<file path="src/rtl/sw_top.sv">
// Streaming banded Smith-Waterman scorer: pops one ref/read symbol pair per cycle and
// tracks the three-diagonal band (|i-j|<=1), reporting the best local score per alignment.
module sw_top #(
    parameter int SEQ_LEN  = 63,
    parameter int SYM_W    = 4,
    parameter int SCORE_W  = 10,
    parameter int MATCH    = 2,
    parameter int MISMATCH = 1,
    parameter int GAP      = 1
) (
    input  logic               clk,
    input  logic               rst,
    input  logic               buf1_empty,
    input  logic               buf2_empty,
    input  logic [SYM_W-1:0]   buf1_out,
    input  logic [SYM_W-1:0]   buf2_out,
    output logic               rd1_en,
    output logic               rd2_en,
    output logic [SCORE_W-1:0] score,
    output logic [1:0]         o_dbg_state
);
    localparam int SW = SCORE_W + 2;
    localparam int KW = (SEQ_LEN > 1) ? $clog2(SEQ_LEN) : 1;

    typedef logic signed [SW-1:0] sc_t;

    localparam sc_t C_MATCH    = sc_t'(MATCH);
    localparam sc_t C_MISMATCH = sc_t'(MISMATCH);
    localparam sc_t C_GAP      = sc_t'(GAP);

    localparam logic [1:0] S_IDLE = 2'b00;
    localparam logic [1:0] S_RUN  = 2'b01;
    localparam logic [1:0] S_DONE = 2'b10;

    // Handshake: a pair is consumed on a rising edge where rd1_en (== rd2_en) is high;
    // that happens whenever both FIFOs show data and the scorer is not in its DONE gap.

    function automatic sc_t smax(input sc_t a, input sc_t b);
        return (a > b) ? a : b;
    endfunction

    function automatic sc_t subst(input logic [SYM_W-1:0] a, input logic [SYM_W-1:0] b);
        return (a == b) ? C_MATCH : -C_MISMATCH;
    endfunction

    logic [1:0]         r_state;
    logic [KW-1:0]      r_k;
    logic [SCORE_W-1:0] r_d, r_l, r_u, r_best, r_score;
    logic [SYM_W-1:0]   r_rp, r_qp;

    logic w_pop, w_first, w_last;
    sc_t  w_d, w_l, w_u, w_hl, w_hu, w_hd, w_best_n;
    logic w_unused_hi;

    assign w_pop   = !buf1_empty && !buf2_empty && (r_state != S_DONE);
    assign w_first = (r_k == '0);
    assign w_last  = (r_k == KW'(SEQ_LEN - 1));

    always_comb begin
        w_d  = w_first ? sc_t'(0) : $signed({2'b00, r_d});
        w_l  = w_first ? sc_t'(0) : $signed({2'b00, r_l});
        w_u  = w_first ? sc_t'(0) : $signed({2'b00, r_u});
        w_hl = sc_t'(0);
        w_hu = sc_t'(0);
        if (!w_first) begin
            w_hl = smax(smax(sc_t'(0), w_l + subst(buf1_out, r_qp)), w_d - C_GAP);
            w_hu = smax(smax(sc_t'(0), w_u + subst(r_rp, buf2_out)), w_d - C_GAP);
        end
        // The diagonal cell can be reached through either off-diagonal neighbour.
        w_hd = smax(smax(sc_t'(0), w_d + subst(buf1_out, buf2_out)),
                    smax(w_hl - C_GAP, w_hu - C_GAP));
        w_best_n = smax(smax($signed({2'b00, r_best}), w_hd), smax(w_hl, w_hu));
    end

    // Scores never exceed 2*SEQ_LEN, so the guard bits above SCORE_W stay zero.
    assign w_unused_hi = ^{w_hd[SW-1:SCORE_W], w_hl[SW-1:SCORE_W],
                           w_hu[SW-1:SCORE_W], w_best_n[SW-1:SCORE_W]};

    always_ff @(posedge clk) begin
        if (rst) begin
            r_state <= S_IDLE;
            r_k     <= '0;
            r_d     <= '0;
            r_l     <= '0;
            r_u     <= '0;
            r_best  <= '0;
            r_score <= '0;
            r_rp    <= '0;
            r_qp    <= '0;
        end else if (r_state == S_DONE) begin
            r_state <= S_IDLE;
        end else if (w_pop) begin
            if (w_last) begin
                r_state <= S_DONE;
                r_score <= w_best_n[SCORE_W-1:0];
                r_k     <= '0;
                r_d     <= '0;
                r_l     <= '0;
                r_u     <= '0;
                r_best  <= '0;
                r_rp    <= '0;
                r_qp    <= '0;
            end else begin
                r_state <= S_RUN;
                r_k     <= r_k + 1'b1;
                r_d     <= w_hd[SCORE_W-1:0];
                r_l     <= w_hl[SCORE_W-1:0];
                r_u     <= w_hu[SCORE_W-1:0];
                r_best  <= w_best_n[SCORE_W-1:0];
                r_rp    <= buf1_out;
                r_qp    <= buf2_out;
            end
        end
    end

    assign rd1_en      = w_pop;
    assign rd2_en      = w_pop;
    assign score       = r_score;
    assign o_dbg_state = r_state;
endmodule

</file>
<file path="config.mk">
export PLATFORM = sky130hd
export DESIGN_NAME = sw_top
export DESIGN_NICKNAME = d
export VERILOG_FILES = /design/src/rtl/sw_top.sv
export SDC_FILE = /design/constraint.sdc
export NUM_CORES = 1
export LEC_CHECK = 0
export CORE_ASPECT_RATIO = 1.5
export CORE_MARGIN = 5
export CORE_UTILIZATION = 30
export CTS_BUF_LIST = sky130_fd_sc_hd__clkbuf_4
export CTS_CLUSTER_DIAMETER = 150
export DETAILED_ROUTE_END_ITERATION = 16
export GPL_TIMING_DRIVEN = 1
export PLACE_DENSITY = 0.42
export SYNTH_ARGS = -nofsm -noshare
export SYNTH_HDL_FRONTEND = slang
export SYNTH_SLANG_ARGS = --single-unit
export TNS_END_PERCENT = 10
</file>
<file path="constraint.sdc">
create_clock -name clk -period 25.6 [get_ports clk]
set_input_delay 7.68 -clock clk [delete_from_list [all_inputs] [get_ports clk]]
set_output_delay 7.68 -clock clk [all_outputs]
set_load 0.01 [all_outputs]
</file>
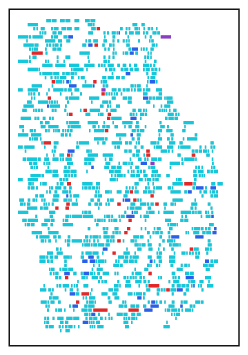
*Drive-strength map, run 1*
Scale: 1.5 px per um.
| colour | size | cells | share |
|---|---|---|---|
| cyan | x1 and smaller | 1,141 | 92% |
| purple | x6 and larger | 3 | 0.24% |
| red | x3 and x4 | 41 | 3.3% |
| blue | x2 | 50 | 4.0% |

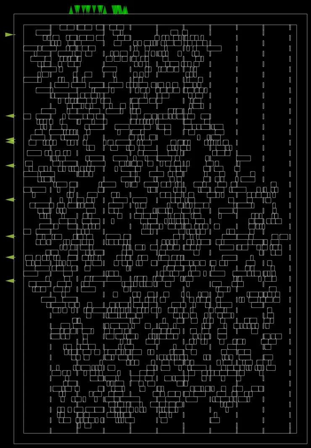
*Placement view, run 1*
Non-Filler Instances: 1,636
num tapcells: 400

==> ci_impl_report.md, run 1 <==
### Metrics collected by this job

| Metric | Value |
|---|---|
| Skew final | 0.0122 ns |
| Row count | 78 |
| CP endpoint kind | register |
| FF-to-FF setup slack | 8.81 ns |
| Comb/total area | 0.732 |
| Area of the multi-input gates | 7200 sq um |
| Tmin final | 23.84 ns |
| Seq. cell area | 1320 sq um |
| Yosys warning count | 0 |
| Final Setup Violations | 0 |
| Cell depth of the worst setup path | 76 |
| Hold_buf cts | 0 |
| Mux cell area share after synthesis | 0.0619 |
| Logic family by area | AND-OR/OR-AND gates |
| Met2 wire len | 18,300 um |
| Drt drc | 0 |
| Clock-cell share of area | 0.0122 |
| Initial DRC Count | 499 |
| Max Freq | 42.0 MHz |
| Cell repeated most along the worst path | o21ai_0 |
| Yosys top cell by instances | nor2_1 |
| Pwr Density | 157 nW/um^2 |
| Antenna cells | 1 |
| Critical path launch point type | input pin |
| Mean Syn Cell Area | 7.34 sq um |
| Largest type area fraction | 0.145 |
| XOR/XNOR Area Share | 0.0715 |
| Vias in the first global route | 8,980 |
| TritonCTS clock tree | yes |
| Final Util | 0.327 |
| Crit path buf inv count | 7 |
| Fp_density | 0.303 |
| Final instance area | 9840 sq um |
| FILL cells | 3,319 |
| Die Width | 152 um |
| First-pass GRT wire length | 52,900 um |
| Reg clk slew, reported paths | 0.13 ns |
| Clock net power | 0.0666 mW |
| Crit share post-route | 0.931 |
| Sw Ratio | 0.565 |
| Post_cts resized | 0 |
| Worst setup path endpoint | r_best[1] |
| Clk ins delay skew pair | 0.46 ns |
| Top-level I/O count | 26 |
| CTS max path bufs | 2 |
| Outcome | finished, final reports clean |
| Pin count of the biggest net entering global routing | 57 |
| Flop pwr share | 0.094 |
| Basic Gates by Area | 0.251 |
| DP Area | 9710 sq um |
| Origin of the worst setup path | buf2_out[2] |
| Worst slew margin relative to its limit | 0.234 |
| Sequential share of cell area | 0.134 |
| Yosys stat chip area | 9100 sq um |
| Worst R2R Start | r_k[0] |
| Worst hold path startpoint | score[5] |
| Pwr Total | 1.55 mW |
| Combinational gate power | 1.33 mW |
| CP max-delay cell | o41ai_1 |
| HPWL after detailed placement | 27,200 um |
| Power in sequential cells | 0.146 mW |
| Mapped Cells | 1,240 |
| Sequential cell count | 66 |
| Synthesized cell area | 9100 sq um |
| Cell type with the largest total area | dfxtp_1 |
| CLK BUF | 9 |
| RSZ-0062 raised after global routing | no |
| Commonest cells post-synth | nor2_1 (116), nand2_1 (109), ha_1 (99), a21oi_1 (74), inv_1 (68) |
| Largest area class, layout | logic gates |
| Adder Area Share | 0.138 |
| Count of library flops with an enable pin | 0 |
| Post-synthesis compound-gate area fraction | 0.266 |
| Worst vdd ir | 0.122 mV |
| Combinational share of power | 0.863 |
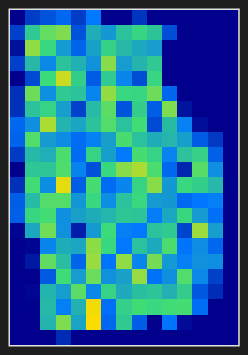
*Placement density heat map, run 1*
Scale: 1.5 px per um. 15 x 22 tiles, from dark blue (low) to red (high), 0 to 100% covered.
fullest tile: 75%
emptiest ninth of the die: top right
mean over tiles: 28%

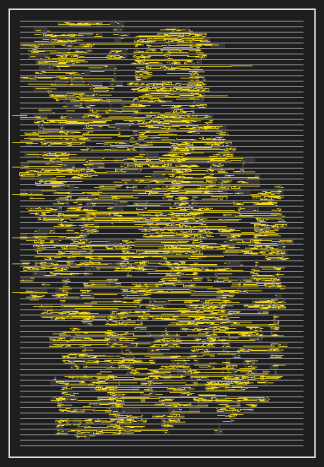
*Met1 routing, run 1*
Scale: 2 px per um. Supply wires on this layer in grey.
wire length on this layer: 13,700 um
main direction: horizontal
nets with wire on the layer: 1,278
share of all routed wire: 40%
met1 usage: 0.221
Post-Route WL: 34,400 um
via count: 9,104

### Port wiring, run 1

Scale: 1.5 px per um.
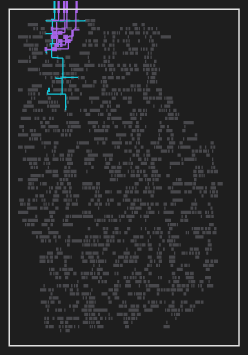

==> run 2: changes to the inputs <==
--- a/config.mk
+++ b/config.mk
@@ -7,12 +7,12 @@
 export LEC_CHECK = 0
 export CORE_ASPECT_RATIO = 1.5
 export CORE_MARGIN = 5
-export CORE_UTILIZATION = 30
+export CORE_UTILIZATION = 60
 export CTS_BUF_LIST = sky130_fd_sc_hd__clkbuf_4
 export CTS_CLUSTER_DIAMETER = 150
 export DETAILED_ROUTE_END_ITERATION = 16
-export GPL_TIMING_DRIVEN = 1
-export PLACE_DENSITY = 0.42
+export GPL_TIMING_DRIVEN = 0
+export PLACE_DENSITY = 0.75
 export SYNTH_ARGS = -nofsm -noshare
 export SYNTH_HDL_FRONTEND = slang
 export SYNTH_SLANG_ARGS = --single-unit
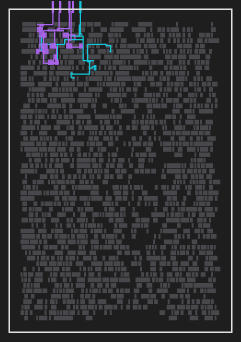
*Port wiring, run 2*
Scale: 2 px per um.
| colour | port | bits | direction | end cells | wire |
|---|---|---|---|---|---|
| cyan | `rd2_en` | 1 | output | 1 | 141 um |
| purple | `buf2_out` | 4 | input | 12 | 156 um |

==> run 2 against run 1 <==
Final area increased by 0.50%. Register-to-register slack worse by 2.0 ns. Critical path depth grew 8. Clock power increased by 26%. Sequential share of layout area fell by 0.066 points. Highest routed layer unchanged. Synthesized area stayed put.
==> ci_impl_report.md, run 2 <==
### Metrics collected by this job

| Metric | Value |
|---|---|
| FILL cells | 1,444 (-56%) |
| Sw Ratio | 0.557 (-0.00789) |
| Mux cell area share after synthesis | 0.0619 (unchanged) |
| RSZ-0062 raised after global routing | no |
| Die Width | 111 um (-27%) |
| Clock-cell share of area | 0.0166 (+0.00437) |
| Synth Seq Share | 0.145 |
| Count of library flops with an enable pin | 0 (unchanged) |
| FF-to-FF setup slack | 6.83 ns (-1.98 ns) |
| Largest type area fraction | 0.145 (unchanged) |
| Combinational gate power | 1.36 mW (about the same) |
| Basic Gates by Area | 0.251 (unchanged) |
| Origin of the worst setup path | buf2_out[2] |
| Final Util | 0.659 (+0.332) |
| Top-level I/O count | 26 (unchanged) |
| Cell repeated most along the worst path | o21ai_0 |
| Area of the multi-input gates | 7280 sq um (+1.1%) |
| Row count | 55 (-29%) |
| Largest area class, layout | logic gates |
| XOR/XNOR Area Share | 0.0715 (unchanged) |
| Max-Cap Viols | 0 |
| HPWL after detailed placement | 25,300 um (-7.1%) |
| Final instance area | 9880 sq um (+0.50%) |
| Via count | 9,778 (+7.4%) |
| Hold_buf cts | 0 (unchanged) |
| Drt drc | 0 (unchanged) |
| Clk ins delay skew pair | 0.44 ns (-0.02 ns) |
| Root buffer cell | clkbuf_4 |
| Sequential cell count | 66 (unchanged) |
| Crit path buf inv count | 16 (+9) |
| Power in sequential cells | 0.136 mW (-7%) |
| Flop pwr share | 0.086 (-0.008) |
| Yosys stat chip area | 9100 sq um (unchanged) |
| Reg clk slew, reported paths | 0.11 ns (-0.02 ns) |
| Skew final | 0.0136 ns (+0.00144 ns) |
| Non-Filler Instances | 1,485 (-9.2%) |
| Mapped Cells | 1,240 (unchanged) |
| Sequential share of cell area | 0.134 (-0.000663) |
| CP max-delay cell | clkdlybuf4s50_1 |
| Pwr Density | 160 nW/um^2 (+1.8%) |
| Worst hold path startpoint | score[5] |
| Critical path launch point type | input pin |
| Yosys top cell by instances | nor2_1 |
| Count of non-CTS inverters in the layout | 74 |
| Worst vdd ir | 0.188 mV (+55%) |
| TritonCTS clock tree | yes |
| Tool warnings | 32 |
| Commonest cells post-synth | nor2_1 (116), nand2_1 (109), ha_1 (99), a21oi_1 (74), inv_1 (68) |
| Vias in the first global route | 9,350 (+4.1%) |
| Outcome | finished, final reports clean |
| Seq. cell area | 1320 sq um (unchanged) |
| Combinational share of power | 0.861 (-0.002) |
| Comb/total area | 0.737 (+0.00474) |
| Crit share post-route | 0.952 (+0.0212) |
| CLK BUF | 10 (+1) |
| Cell type with the largest total area | dfxtp_1 |
| Fp_density | 0.606 (+0.304) |
| Adder Area Share | 0.138 (unchanged) |
| Post-Route WL | 31,500 um (-8.3%) |
| DP Area | 9610 sq um (-1.1%) |
| Pin count of the biggest net entering global routing | 15 (-74%) |
| Worst slew margin relative to its limit | 0.214 (-0.0202) |
| CP delay by family, top | AND-OR/OR-AND gates |
| Post-synthesis compound-gate area fraction | 0.266 (unchanged) |
| Synthesized cell area | 9100 sq um (unchanged) |
| Cell depth of the worst setup path | 84 (+11%) |
| Clock net power | 0.0838 mW (+26%) |
| First-pass GRT wire length | 49,900 um (-5.7%) |
| Logic family by area | AND-OR/OR-AND gates |
| Yosys warning count | 0 (unchanged) |
| CP endpoint kind | register |
| Tmin final | 24.38 ns (+0.543 ns) |
| Antenna cells | 1 (unchanged) |
| Worst setup path endpoint | score[6] |
| Worst R2R Start | r_k[2] |
| CTS max path bufs | 2 (unchanged) |
| Met1 usage | 0.387 (+0.166) |
| Pwr Total | 1.58 mW (+2.3%) |
| Post_cts resized | 5 (+5) |
| Max Freq | 41.0 MHz (-2.2%) |
| Met2 wire len | 15,300 um (-16%) |
| Final Setup Violations | 0 (unchanged) |
Power and IR drop assume default switching activity.
